Cell placement:
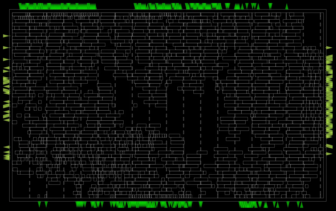
I/O pins on the die edge:
Drawn at 2 px/um. Pins as bars across the die edge, other pins in gray.
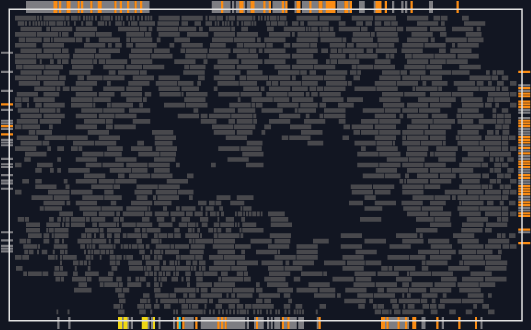
Wiring by layer:
Drawn at 2 px/um. Two of the layers only.
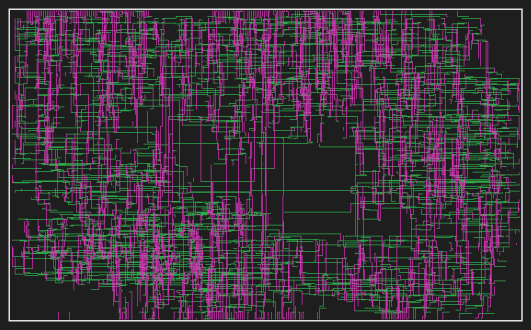
## config.mk

```make
export PLATFORM = sky130hd
export DESIGN_NAME = pos_cell_reader_flat
export DESIGN_NICKNAME = d
export VERILOG_FILES = /design/src/rtl/pos_cell_reader_if.sv /design/src/rtl/pos_cell_reader.sv /design/src/flat_wrapper.sv
export SDC_FILE = /design/constraint.sdc
export NUM_CORES = 1
export LEC_CHECK = 0
export CAP_MARGIN = 5
export CORE_ASPECT_RATIO = 0.6
export CORE_MARGIN = 2
export CORE_UTILIZATION = 50
export DETAILED_ROUTE_END_ITERATION = 8
export PLACE_DENSITY = 0.77
export SLEW_MARGIN = 20
export SYNTH_ARGS = -nofsm -noshare
export SYNTH_HDL_FRONTEND = slang
export SYNTH_SLANG_ARGS = --single-unit
```

## constraint.sdc

```tcl
create_clock -name clk -period 10.06 [get_ports clk]
set_input_delay 3.018 -clock clk [delete_from_list [all_inputs] [get_ports clk]]
set_output_delay 3.018 -clock clk [all_outputs]
set_load 0.02 [all_outputs]
```

## src/rtl/pos_cell_reader_if.sv

```systemverilog
// pos_cell_reader_if: valid/ready stream of particle position words.
// Carries the packed position, its RAM address tag and an end-of-cell flag.
interface pos_cell_reader_if #(
  parameter int DATA_WIDTH = 96,
  parameter int ADDR_WIDTH = 8
);
  logic [DATA_WIDTH-1:0] out_data;
  logic [ADDR_WIDTH-1:0] out_id;
  logic                  out_last;
  logic                  out_valid;
  logic                  out_ready;

  modport master (
    output out_data,
    output out_id,
    output out_last,
    output out_valid,
    input  out_ready
  );

  modport slave (
    input  out_data,
    input  out_id,
    input  out_last,
    input  out_valid,
    output out_ready
  );
endinterface

```

## src/rtl/pos_cell_reader.sv

```systemverilog
// pos_cell_reader: reads a cell's count then its positions from a
// 2-cycle-latency RAM, streaming them out through a credit-guarded FIFO.
module pos_cell_reader #(
  parameter int DATA_WIDTH   = 96,
  parameter int ADDR_WIDTH   = 8,
  parameter int PARTICLE_NUM = 220,
  parameter int FIFO_DEPTH   = 4
) (
  input  logic                  clk,
  input  logic                  rst_n,
  input  logic                  start,
  output logic                  busy,
  output logic                  done,
  output logic [ADDR_WIDTH-1:0] particle_count,
  output logic [ADDR_WIDTH-1:0] ram_address,
  output logic                  ram_rden,
  output logic                  ram_wren,
  output logic [DATA_WIDTH-1:0] ram_data,
  input  logic [DATA_WIDTH-1:0] ram_q,
  pos_cell_reader_if.master     strm
);

  localparam int PW = $clog2(FIFO_DEPTH);
  localparam int CW = $clog2(FIFO_DEPTH + 1);
  localparam int SW = CW + 1;
  localparam logic [ADDR_WIDTH-1:0] MAX_ID =
    ADDR_WIDTH'(PARTICLE_NUM - 1);

  typedef enum logic [2:0] {
    S_IDLE,
    S_CNT_REQ,
    S_CNT_WAIT,
    S_STREAM,
    S_DRAIN,
    S_DONE
  } state_t;

  typedef struct packed {
    logic                  last;
    logic [ADDR_WIDTH-1:0] id;
    logic [DATA_WIDTH-1:0] data;
  } ent_t;

  state_t state_q, state_d;

  logic                  wait_q, wait_d;
  logic [ADDR_WIDTH-1:0] cnt_q, cnt_d;
  logic [ADDR_WIDTH-1:0] ptr_q, ptr_d;
  logic [ADDR_WIDTH-1:0] addr_q, addr_d;
  logic [1:0]            vld_q, vld_d;
  logic [ADDR_WIDTH-1:0] tag0_q, tag0_d;
  logic [ADDR_WIDTH-1:0] tag1_q, tag1_d;

  ent_t          mem_q [FIFO_DEPTH];
  ent_t          mem_d [FIFO_DEPTH];
  logic [PW-1:0] wr_q, wr_d;
  logic [PW-1:0] rd_q, rd_d;
  logic [CW-1:0] occ_q, occ_d;

  logic                  credit_ok;
  logic                  issue;
  logic                  push;
  logic                  pop;
  logic                  fifo_valid;
  logic [ADDR_WIDTH-1:0] raw_cnt;
  ent_t                  head;

  function automatic logic [PW-1:0] nxt(input logic [PW-1:0] p);
    return (p == PW'(FIFO_DEPTH - 1)) ? '0 : p + PW'(1);
  endfunction

  assign raw_cnt    = ram_q[ADDR_WIDTH-1:0];
  assign head       = mem_q[rd_q];
  assign fifo_valid = (occ_q != '0);
  assign pop        = fifo_valid & strm.out_ready;
  assign push       = vld_q[1];

  // Reads in flight plus buffered words must leave room for every return.
  assign credit_ok = (SW'(vld_q[0]) + SW'(vld_q[1]) + SW'(occ_q))
                     < SW'(FIFO_DEPTH);

  assign issue = (state_q == S_STREAM) && (cnt_q != '0) && credit_ok;

  // State register.
  always_ff @(posedge clk) begin
    if (!rst_n) state_q <= S_IDLE;
    else        state_q <= state_d;
  end

  // Next state; an empty cell spends one idle cycle in STREAM.
  always_comb begin
    state_d = state_q;
    unique case (state_q)
      S_IDLE:     if (start) state_d = S_CNT_REQ;
      S_CNT_REQ:  state_d = S_CNT_WAIT;
      S_CNT_WAIT: if (wait_q) state_d = S_STREAM;
      S_STREAM: begin
        if (cnt_q == '0)
          state_d = S_DONE;
        else if (issue && (ptr_q == cnt_q))
          state_d = S_DRAIN;
      end
      S_DRAIN:    if (pop && head.last) state_d = S_DONE;
      S_DONE:     state_d = S_IDLE;
      default:    state_d = S_IDLE;
    endcase
  end

  // Count capture, read pointer, return pipeline and FIFO next values.
  always_comb begin
    wait_d = 1'b0;
    cnt_d  = cnt_q;
    ptr_d  = ptr_q;
    addr_d = addr_q;
    if (state_q == S_CNT_WAIT) wait_d = ~wait_q;
    if ((state_q == S_CNT_WAIT) && wait_q) begin
      cnt_d = (raw_cnt > MAX_ID) ? MAX_ID : raw_cnt;
      ptr_d = ADDR_WIDTH'(1);
    end
    if (state_q == S_CNT_REQ) addr_d = '0;
    if (issue) begin
      addr_d = ptr_q;
      ptr_d  = ptr_q + ADDR_WIDTH'(1);
    end

    vld_d  = {vld_q[0], issue};
    tag0_d = issue ? ptr_q : tag0_q;
    tag1_d = tag0_q;

    mem_d = mem_q;
    wr_d  = wr_q;
    rd_d  = rd_q;
    occ_d = occ_q;
    if (push) begin
      mem_d[wr_q] = '{last: (tag1_q == cnt_q),
                      id:   tag1_q,
                      data: ram_q};
      wr_d = nxt(wr_q);
    end
    if (pop) rd_d = nxt(rd_q);
    unique case ({push, pop})
      2'b10:   occ_d = occ_q + CW'(1);
      2'b01:   occ_d = occ_q - CW'(1);
      default: occ_d = occ_q;
    endcase
  end

  // Control and pointer registers.
  always_ff @(posedge clk) begin
    if (!rst_n) begin
      wait_q <= 1'b0;
      cnt_q  <= '0;
      ptr_q  <= '0;
      addr_q <= '0;
      vld_q  <= '0;
      tag0_q <= '0;
      tag1_q <= '0;
      wr_q   <= '0;
      rd_q   <= '0;
      occ_q  <= '0;
    end else begin
      wait_q <= wait_d;
      cnt_q  <= cnt_d;
      ptr_q  <= ptr_d;
      addr_q <= addr_d;
      vld_q  <= vld_d;
      tag0_q <= tag0_d;
      tag1_q <= tag1_d;
      wr_q   <= wr_d;
      rd_q   <= rd_d;
      occ_q  <= occ_d;
    end
  end

  // FIFO storage; contents are masked at the output while empty.
  always_ff @(posedge clk) begin
    mem_q <= mem_d;
  end

  // Outputs decoded from state and FIFO head.
  always_comb begin
    busy           = (state_q != S_IDLE);
    done           = (state_q == S_DONE);
    particle_count = cnt_q;
    ram_address    = addr_d;
    ram_rden       = issue || (state_q == S_CNT_REQ);
    ram_wren       = 1'b0;
    ram_data       = '0;
    strm.out_valid = fifo_valid;
    strm.out_data  = fifo_valid ? head.data : '0;
    strm.out_id    = fifo_valid ? head.id   : '0;
    strm.out_last  = fifo_valid & head.last;
  end

endmodule
```

## src/flat_wrapper.sv

```systemverilog
// flat-port wrapper written by rule: the top's interface ports become plain ports
module pos_cell_reader_flat 
#(
  parameter int DATA_WIDTH   = 96,
  parameter int ADDR_WIDTH   = 8,
  parameter int PARTICLE_NUM = 220,
  parameter int FIFO_DEPTH   = 4
)
  (clk, rst_n, start, busy, done, particle_count, ram_address, ram_rden, ram_wren, ram_data, ram_q, strm_out_data, strm_out_id, strm_out_last, strm_out_valid, strm_out_ready);
  pos_cell_reader_if #(.DATA_WIDTH(DATA_WIDTH), .ADDR_WIDTH(ADDR_WIDTH)) strm_i ();
  input  logic clk;
  input  logic rst_n;
  input  logic start;
  output logic busy;
  output logic done;
  output logic [ADDR_WIDTH-1:0] particle_count;
  output logic [ADDR_WIDTH-1:0] ram_address;
  output logic ram_rden;
  output logic ram_wren;
  output logic [DATA_WIDTH-1:0] ram_data;
  input  logic [DATA_WIDTH-1:0] ram_q;
  output wire logic [$bits(strm_i.out_data)-1:0] strm_out_data;
  output wire logic [$bits(strm_i.out_id)-1:0] strm_out_id;
  output wire logic [$bits(strm_i.out_last)-1:0] strm_out_last;
  output wire logic [$bits(strm_i.out_valid)-1:0] strm_out_valid;
  input wire logic [$bits(strm_i.out_ready)-1:0] strm_out_ready;
  assign strm_out_data = strm_i.out_data;
  assign strm_out_id = strm_i.out_id;
  assign strm_out_last = strm_i.out_last;
  assign strm_out_valid = strm_i.out_valid;
  assign strm_i.out_ready = strm_out_ready;
  pos_cell_reader #(.DATA_WIDTH(DATA_WIDTH), .ADDR_WIDTH(ADDR_WIDTH), .PARTICLE_NUM(PARTICLE_NUM), .FIFO_DEPTH(FIFO_DEPTH)) u_core (.clk(clk), .rst_n(rst_n), .start(start), .busy(busy), .done(done), .particle_count(particle_count), .ram_address(ram_address), .ram_rden(ram_rden), .ram_wren(ram_wren), .ram_data(ram_data), .ram_q(ram_q), .strm(strm_i));
endmodule
```

==> impl_metrics.json <==
{
  "ant_nets": 0,
  "p_comb_mw": 0.121,
  "hold_depth": 1,
  "common_cells": "edfxtp_1, and2_1, mux4_2, buf_4, dfxtp_1",
  "crit_type": "reg2out",
  "p_sw_mw": 0.782,
  "path_depth": 7,
  "regArea_mm2": 0.0137,
  "final_max_slew_viol_count": 0,
  "antenna_cells": 2,
  "met3WireLength_mm": 2.07,
  "reg2reg_slack_ps": 6830,
  "hold_class": "reg2reg",
  "grt_max_degree": 88,
  "nonClkBufAreaFrac": 0.101,
  "cts_num_sinks": 473,
  "outcome": "finished clean",
  "regMostFlops": "u_core.mem_q",
  "fp_util": 0.506,
  "top_usage_layer": "met2",
  "fin_setup_tns_ps": 0,
  "numCtsBuffers": 43,
  "num-multi-input-gates": 503,
  "most_common_cell": "edfxtp_1",
  "yosys_warnings": 0,
  "wl_met1_mm": 16.6,
  "synth_flops": 473,
  "rr_startpoint": "u_core.occ_q[0]",
  "aoi_share": 0.0229,
  "top_power_group": "registers",
  "holdWs_ps": 448,
  "top_cells_by_area": "edfxtp_1, mux4_2, dfxtp_1, and2_1, buf_4",
  "crit_slowest_cell": "o211a_1",
  "hpwlAfterDp_mm": 23.2,
  "die_area_mm2": 0.0396,
  "cts_tree": "done",
  "track_usage": 0.192,
  "max-vdd-ir-drop_mv": 0.159,
  "setup.worst_path.start": "u_core.vld_q[1]",
  "root_buffer": "clkbuf_16",
  "hold_path_startpoint": "u_core.tag0_q[6]",
  "netlist-cell-type-count": 50,
  "areaGrowthSynthToFinish_pct": 19.9,
  "most-common-layout-cells": "edfxtp_1, clkdlybuf4s50_1, and2_1",
  "reg2reg_to": "u_core.occ_q[2]",
  "path_buffers": 1,
  "fa_ha_area_frac": 0.00698,
  "ys_sh_mux": 0.126,
  "xor_share": 0.00830,
  "grt_pass1_wl_mm": 58.3,
  "dr.pass1.iters": 4,
  "place_ws_ps": 4110,
  "seqPwrFrac": 0.550,
  "power_frac_comb": 0.031,
  "p_sw_frac": 0.201,
  "p_seq_mw": 2.14,
  "sh_comb_area": 0.207,
  "worstPathMaxFanout": 22,
  "drive_above_1_share": 0.151,
  "gr-usage-met2": 0.316,
  "drc_errors": 0,
  "warnings": 29,
  "final_cells": 1808,
  "cp.arrival_ps": 3570,
  "postCtsSetupBuffers": 0,
  "edf_count": 420,
  "placed_cells": 1730,
  "timing.final.ws_setup_ps": 3470,
  "syn-cell-area_mm2": 0.0190,
  "min_to": "u_core.tag1_q[6]",
  "rr_worst_depth": 10,
  "postSynthSeqShare": 0.720,
  "grt_pass1_vias": 9811,
  "grtUsageMet1": 0.269,
  "p_int_mw": 3.11,
  "hold_violations": 0,
  "path_cells": "ha_1 -> ha_1 -> a311oi_1 -> o211a_1 -> nand2_1 -> nand2_1 -> clkdlybuf4s50_1",
  "clockBufferDepth": 3,
  "seq_share": 0.600,
  "final_nets": 1372,
  "area_dominant_class": "sequential cells",
  "finalCriticalPeriod_ps": 6590,
  "p_clk_mw": 1.63,
  "finalCritPeriodShare": 0.655,
  "synth-main-ff-cell": "edfxtp_1",
  "rsz0062_at_grt": "false",
  "p_total_mw": 3.89,
  "gr-total-overflow": 0,
  "clockPowerShare": 0.419,
  "post_dp_cell_area_mm2": 0.0214,
  "clock_buffers": 50,
  "simple_gate_share": 0.0648,
  "endpoint_kind": "output port",
  "io_pins": 322,
  "async_flop_share": 0,
  "cap_violations": 0
}
Notes on 'cell placement' above:
Flop Count: 473
# Taps: 513
# fillers: 2700
row count: 55
Core Box Area: 0.0376 mm^2

Notes on 'I/O pins on the die edge' above:
[`ram_rden`] cyan | pins: 1 | direction: output | edge: bottom
[`particle_count`] yellow | pins: 8 | direction: output | edge: bottom
[`strm_out_data`] orange | pins: 96 | direction: output | edge: 43 top, 30 right, 20 bottom, 3 left
overall die width: 256 um
Die H: 155 um
IO buf count: 224

Notes on 'wiring by layer' above:
[metal 2] magenta | wire length: 19100 um
[metal 1] green | wire length: 16600 um
WL per Instance: 21.3 um
via count: 9521
final WL: 38.5 mm

